[config.mk]
export PLATFORM = sky130hd
export DESIGN_NAME = calc_seq_n
export DESIGN_NICKNAME = d
export VERILOG_FILES = /design/src/rtl/calc_seq_n.sv
export SDC_FILE = /design/constraint.sdc
export NUM_CORES = 1
export LEC_CHECK = 0
export CAP_MARGIN = 15
export CORE_UTILIZATION = 55
export CTS_BUF_LIST = sky130_fd_sc_hd__clkbuf_4 sky130_fd_sc_hd__clkbuf_8
export CTS_CLUSTER_DIAMETER = 120
export CTS_CLUSTER_SIZE = 16
export DETAILED_ROUTE_END_ITERATION = 10
export PLACE_DENSITY = 0.69
export SETUP_SLACK_MARGIN = 0.02
export SYNTH_ARGS = -nofsm -noshare
export SYNTH_HDL_FRONTEND = slang
export SYNTH_SLANG_ARGS = --single-unit
[constraint.sdc]
create_clock -name clock -period 19.88 [get_ports clock]
set_input_delay 4.97 -clock clock [delete_from_list [all_inputs] [get_ports clock]]
set_output_delay 4.97 -clock clock [all_outputs]
set_load 0.02 [all_outputs]
[src/rtl/calc_seq_n.sv]
// Sequential decimal calculator: digit entry, add/sub/shift-add multiply,
// double-dabble BCD conversion and seven-segment display drive.
module calc_seq_n #(
    parameter int unsigned DIGITS = 8,
    parameter int unsigned BITS   = 27
) (
    input  logic                   clock,
    input  logic                   reset,
    input  logic [3:0]             cmd,
    input  logic                   cmd_valid,
    output logic                   cmd_ready,
    output logic [DIGITS-1:0][6:0] displays,
    output logic [1:0]             status,
    output logic [2:0]             ea
);

    typedef enum logic [2:0] {
        ENTRY_A = 3'd0,
        ENTRY_B = 3'd1,
        CALC    = 3'd2,
        CONV    = 3'd3,
        RESULT  = 3'd4,
        ERROR   = 3'd5
    } state_e;

    typedef enum logic [1:0] {
        OP_ADD = 2'd0,
        OP_SUB = 2'd1,
        OP_MUL = 2'd2
    } op_e;

    localparam int unsigned CW = $clog2(BITS + 1);
    localparam logic [63:0]          MAX64 = 64'd10 ** DIGITS - 64'd1;
    localparam logic [2*BITS-1:0]    MAX_W = (2*BITS)'(MAX64);
    localparam logic [BITS+3:0]      MAX_E = (BITS+4)'(MAX64);
    localparam logic [BITS:0]        MAX_S = (BITS+1)'(MAX64);
    localparam logic [CW-1:0]        LAST  = CW'(BITS - 1);
    localparam logic [6:0]           SEG_ZERO = 7'b0111111;
    localparam logic [6:0]           SEG_E    = 7'b1111001;
    localparam logic [DIGITS*7-1:0]  DISP_ZERO = {{(7*(DIGITS-1)){1'b0}}, SEG_ZERO};
    localparam logic [DIGITS*7-1:0]  DISP_ERR  = {{(7*(DIGITS-1)){1'b0}}, SEG_E};

    localparam logic [3:0] CMD_EQ  = 4'b1110;
    localparam logic [3:0] CMD_CLR = 4'b1111;

    function automatic logic [6:0] seg7(input logic [3:0] d);
        case (d)
            4'd0:    seg7 = 7'b0111111;
            4'd1:    seg7 = 7'b0000110;
            4'd2:    seg7 = 7'b1011011;
            4'd3:    seg7 = 7'b1001111;
            4'd4:    seg7 = 7'b1100110;
            4'd5:    seg7 = 7'b1101101;
            4'd6:    seg7 = 7'b1111101;
            4'd7:    seg7 = 7'b0000111;
            4'd8:    seg7 = 7'b1111111;
            4'd9:    seg7 = 7'b1101111;
            default: seg7 = 7'b0000000;
        endcase
    endfunction

    // Digits above the most significant non-zero one are blanked; digit 0 always shows.
    function automatic logic [DIGITS*7-1:0] render(input logic [4*DIGITS-1:0] bcd);
        logic        nz;
        logic [3:0]  dig;
        int unsigned idx;
        render = '0;
        nz     = 1'b0;
        for (int unsigned k = 0; k < DIGITS; k++) begin
            idx = DIGITS - 1 - k;
            dig = bcd[4*idx +: 4];
            nz  = nz | (dig != 4'd0) | (idx == 0);
            render[7*idx +: 7] = nz ? seg7(dig) : 7'b0000000;
        end
    endfunction

    function automatic logic [4*DIGITS-1:0] add3(input logic [4*DIGITS-1:0] bcd);
        logic [3:0] nib;
        add3 = '0;
        for (int unsigned i = 0; i < DIGITS; i++) begin
            nib = bcd[4*i +: 4];
            add3[4*i +: 4] = (nib >= 4'd5) ? nib + 4'd3 : nib;
        end
    endfunction

    function automatic op_e op_of(input logic [3:0] c);
        case (c)
            4'b1010: op_of = OP_ADD;
            4'b1011: op_of = OP_SUB;
            default: op_of = OP_MUL;
        endcase
    endfunction

    state_e               state_q, state_d, target_q, target_d;
    op_e                  op_q, op_d;
    logic [BITS-1:0]      a_q, a_d, b_q, b_d;
    logic [CW-1:0]        cnt_q, cnt_d;
    logic [2*BITS-1:0]    acc_q, acc_d, mcand_q, mcand_d;
    logic [BITS-1:0]      mplier_q, mplier_d;
    logic [BITS-1:0]      bin_q, bin_d;
    logic [4*DIGITS-1:0]  bcd_q, bcd_d;
    logic [DIGITS*7-1:0]  disp_q, disp_d;

    logic                 accept, is_digit, is_op;
    logic [BITS+3:0]      ent;
    logic [BITS:0]        sum;
    logic [2*BITS-1:0]    prod;
    logic [4*DIGITS-1:0]  adj, bcd_n;
    logic                 conv_go;
    logic [BITS-1:0]      conv_val;
    state_e               conv_tgt;

    assign cmd_ready = (state_q != CALC) && (state_q != CONV);
    assign accept    = cmd_valid && cmd_ready;
    assign is_digit  = cmd <= 4'd9;
    assign is_op     = (cmd == 4'b1010) || (cmd == 4'b1011) || (cmd == 4'b1100);

    always_comb begin
        state_d  = state_q;
        target_d = target_q;
        op_d     = op_q;
        a_d      = a_q;
        b_d      = b_q;
        cnt_d    = cnt_q;
        acc_d    = acc_q;
        mcand_d  = mcand_q;
        mplier_d = mplier_q;
        bin_d    = bin_q;
        bcd_d    = bcd_q;
        disp_d   = disp_q;
        conv_go  = 1'b0;
        conv_val = '0;
        conv_tgt = ENTRY_A;
        ent      = (BITS+4)'((state_q == ENTRY_B) ? b_q : a_q) * (BITS+4)'(10) + (BITS+4)'(cmd);
        sum      = {1'b0, a_q} + {1'b0, b_q};
        prod     = mplier_q[0] ? acc_q + mcand_q : acc_q;
        adj      = add3(bcd_q);
        bcd_n    = {adj[4*DIGITS-2:0], bin_q[BITS-1]};

        case (state_q)
            ENTRY_A, ENTRY_B, RESULT, ERROR: begin
                if (accept) begin
                    if (cmd == CMD_CLR) begin
                        a_d     = '0;
                        b_d     = '0;
                        op_d    = OP_ADD;
                        state_d = ENTRY_A;
                        disp_d  = DISP_ZERO;
                    end else if (state_q != ERROR) begin
                        if (is_digit) begin
                            if (state_q == RESULT) begin
                                a_d      = BITS'(cmd);
                                conv_go  = 1'b1;
                                conv_val = BITS'(cmd);
                                conv_tgt = ENTRY_A;
                            end else if (ent <= MAX_E) begin
                                if (state_q == ENTRY_A) a_d = BITS'(ent);
                                else                    b_d = BITS'(ent);
                                conv_go  = 1'b1;
                                conv_val = BITS'(ent);
                                conv_tgt = state_q;
                            end
                        end else if (is_op) begin
                            op_d = op_of(cmd);
                            if (state_q != ENTRY_B) begin
                                b_d      = '0;
                                conv_go  = 1'b1;
                                conv_tgt = ENTRY_B;
                            end
                        end else if (cmd == CMD_EQ && state_q == ENTRY_B) begin
                            state_d  = CALC;
                            cnt_d    = '0;
                            acc_d    = '0;
                            mcand_d  = (2*BITS)'(a_q);
                            mplier_d = b_q;
                        end
                    end
                end
            end
            CALC: begin
                case (op_q)
                    OP_ADD: begin
                        a_d = sum[BITS-1:0];
                        if (sum > MAX_S) begin
                            state_d = ERROR;
                            disp_d  = DISP_ERR;
                        end else begin
                            conv_go  = 1'b1;
                            conv_val = sum[BITS-1:0];
                            conv_tgt = RESULT;
                        end
                    end
                    OP_SUB: begin
                        a_d = a_q - b_q;
                        if (b_q > a_q) begin
                            state_d = ERROR;
                            disp_d  = DISP_ERR;
                        end else begin
                            conv_go  = 1'b1;
                            conv_val = a_q - b_q;
                            conv_tgt = RESULT;
                        end
                    end
                    default: begin
                        // One multiplier bit per cycle; the product is final on the BITS-th cycle.
                        acc_d    = prod;
                        mcand_d  = mcand_q << 1;
                        mplier_d = mplier_q >> 1;
                        cnt_d    = cnt_q + CW'(1);
                        if (cnt_q == LAST) begin
                            a_d = prod[BITS-1:0];
                            if (prod > MAX_W) begin
                                state_d = ERROR;
                                disp_d  = DISP_ERR;
                            end else begin
                                conv_go  = 1'b1;
                                conv_val = prod[BITS-1:0];
                                conv_tgt = RESULT;
                            end
                        end
                    end
                endcase
            end
            CONV: begin
                bcd_d = bcd_n;
                bin_d = {bin_q[BITS-2:0], 1'b0};
                cnt_d = cnt_q + CW'(1);
                if (cnt_q == LAST) begin
                    state_d = target_q;
                    disp_d  = render(bcd_n);
                end
            end
            default: state_d = ENTRY_A;
        endcase

        if (conv_go) begin
            state_d  = CONV;
            target_d = conv_tgt;
            bin_d    = conv_val;
            bcd_d    = '0;
            cnt_d    = '0;
        end
    end

    always_ff @(posedge clock or negedge reset) begin
        if (!reset) begin
            state_q  <= ENTRY_A;
            target_q <= ENTRY_A;
            op_q     <= OP_ADD;
            a_q      <= '0;
            b_q      <= '0;
            cnt_q    <= '0;
            acc_q    <= '0;
            mcand_q  <= '0;
            mplier_q <= '0;
            bin_q    <= '0;
            bcd_q    <= '0;
            disp_q   <= DISP_ZERO;
        end else begin
            state_q  <= state_d;
            target_q <= target_d;
            op_q     <= op_d;
            a_q      <= a_d;
            b_q      <= b_d;
            cnt_q    <= cnt_d;
            acc_q    <= acc_d;
            mcand_q  <= mcand_d;
            mplier_q <= mplier_d;
            bin_q    <= bin_d;
            bcd_q    <= bcd_d;
            disp_q   <= disp_d;
        end
    end

    assign ea       = state_q;
    assign displays = disp_q;

    always_comb begin
        case (state_q)
            CALC, CONV: status = 2'b01;
            RESULT:     status = 2'b10;
            ERROR:      status = 2'b11;
            default:    status = 2'b00;
        endcase
    end

endmodule

Fig. 1: metal 3
The bar under the picture is 50 µm long. Cells faint in the background.
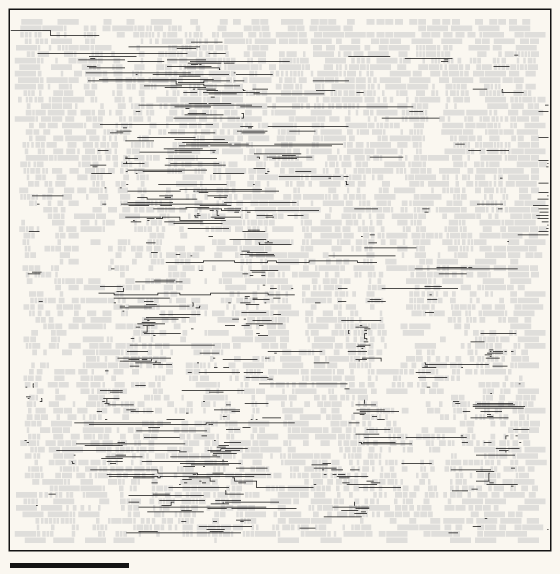
longest straight run	62.6 µm
share of all routed wire	5.9%
nets with wire on the layer	350
main direction	horizontal
wire length on this layer	5350 µm

==> flow_metrics.py <==
# Flow results
metrics = {
    "status": {
        "status": "complete, no violations",
    },
    "route": {
        "dr_wl_met3_um": 5350,
        "dr_total_vias": 25900,
        "wl_met1_um": 38700,
        "vias_per_cell": 6.51,
        "dr_wl_met2_um": 42200,
    },
    "setup_path": {
        "r2r_slack_ps": 11390,
        "crit-reg2reg-launch": "ea[0]$_DFFE_PN0P_",
        "crit_start": "cmd[1]",
        "worstSetupPathType": "input port to flip-flop",
        "r2r_end": "a_q[9]$_DFFE_PN0P_",
        "endpoint_kind": "flip-flop",
        "crit_path_end": "a_q[9]$_DFFE_PN0P_",
        "path_cells": "clkdlybuf4s50_1 -> ha_1 -> inv_1 -> fa_1 -> nor2b_1 -> nor2_1 -> nor2_1 -> nand2_1 -> or3_1 -> nor4_1 -> and4b_1 -> o2111a_1 -> o221ai_2 -> a31oi_2 -> o211ai_2 -> a21oi_4 -> mux2_2",
    },
    "final_timing": {
        "drv_slew": 0,
        "clock_skew_ps": 42.2,
    },
    "place": {
        "numPlacedInstances": 3938,
    },
    "clock_tree": {
        "clockBufferDepth": 3,
        "clk_latency_ps": 670,
        "post_cts_resized": 0,
    },
    "floorplanning": {
        "die_width_um": 227,
        "io_pins": 69,
        "die_area_um2": 51400,
        "row_count": 81,
        "core_area_um2": 49400,
    },
    "synthesis": {
        "yosysWarnings": 0,
    },
}
Fig. 2: M4 wires
Supply wires on this layer in grey.
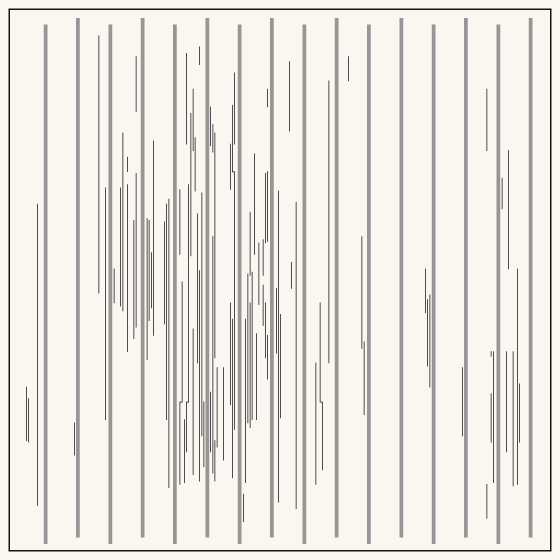
wire length on this layer	4310 µm
longest straight run	131 µm
nets with wire on the layer	78
share of all routed wire	4.8%
main direction	vertical

==> worst reg2reg max path: stages (launching register included) <==
cell and delay (ps):
dfrtp_1 860, nand2b_1 300, nor2_4 770, mux2_2 490
ha_1 300, ha_1 420, a21o_1 240, a31o_2 330
nor4_1 640, o32ai_1 250, or2_2 360, or3_1 380
a2111oi_0 900, o221ai_2 280, a31oi_2 420, o211ai_2 160
a21oi_4 850, mux2_2 440
==> layout by cell type (no fill, tap or decap), drive strengths merged, types with 26 or more instances in the layout <==
cell type,n
nand2,364
a21o,61
a22o,46
or3,31
mux2i,94
xor2,32
clkdlybuf4s50,67
nor2b,31
nor2,355
nand4,43
buf,29
dfrtp,311
nand2b,37
mux2,139
a211oi,57
o21ai,230
a221oi,28
ha,225
nor4,32
inv,148
o21a,26
a21oi,257
nand3,55
o211ai,42
clkbuf,41
xnor2,79
a31oi,35
nor3,65
==> through the flow <==
| step | cell area, µm² | worst slack (ps) |
|---|---|---|
| after floorplan | 27800 | 11020 |
| after global placement | 28800 | 9090 |
| after detailed placement | 28800 | 8980 |
| after CTS | 29200 | 9680 |
| after global routing | 29300 | 9870 |
| final | 29300 | 9980 |
==> final cells by class <==
class | count | area, µm² | share of cell area, %
timing repair buffer | 97 | 923 | 3.16
clock buffer | 40 | 444 | 1.52
antenna | 1 | 2.50 | 0.00855
inverter | 150 | 563 | 1.92
clock inverter | 2 | 16.3 | 0.0556
sequential | 317 | 7940 | 27.1
multi-input combinational | 2712 | 18500 | 63.4
tap | 664 | 831 | 2.84
==> cells by family after synthesis <==
group / count (synthesis) / synth area share [%]
adders and majority gates: 230 / 10.5
buffers and inverters: 321 / 4.77
xor gates and xnor gates: 111 / 3.50
AOI/OAI and AO/OA: 1009 / 24.2
and+or+nand+nor: 1129 / 19.0
DFF: 317 / 28.6
muxes: 233 / 9.33
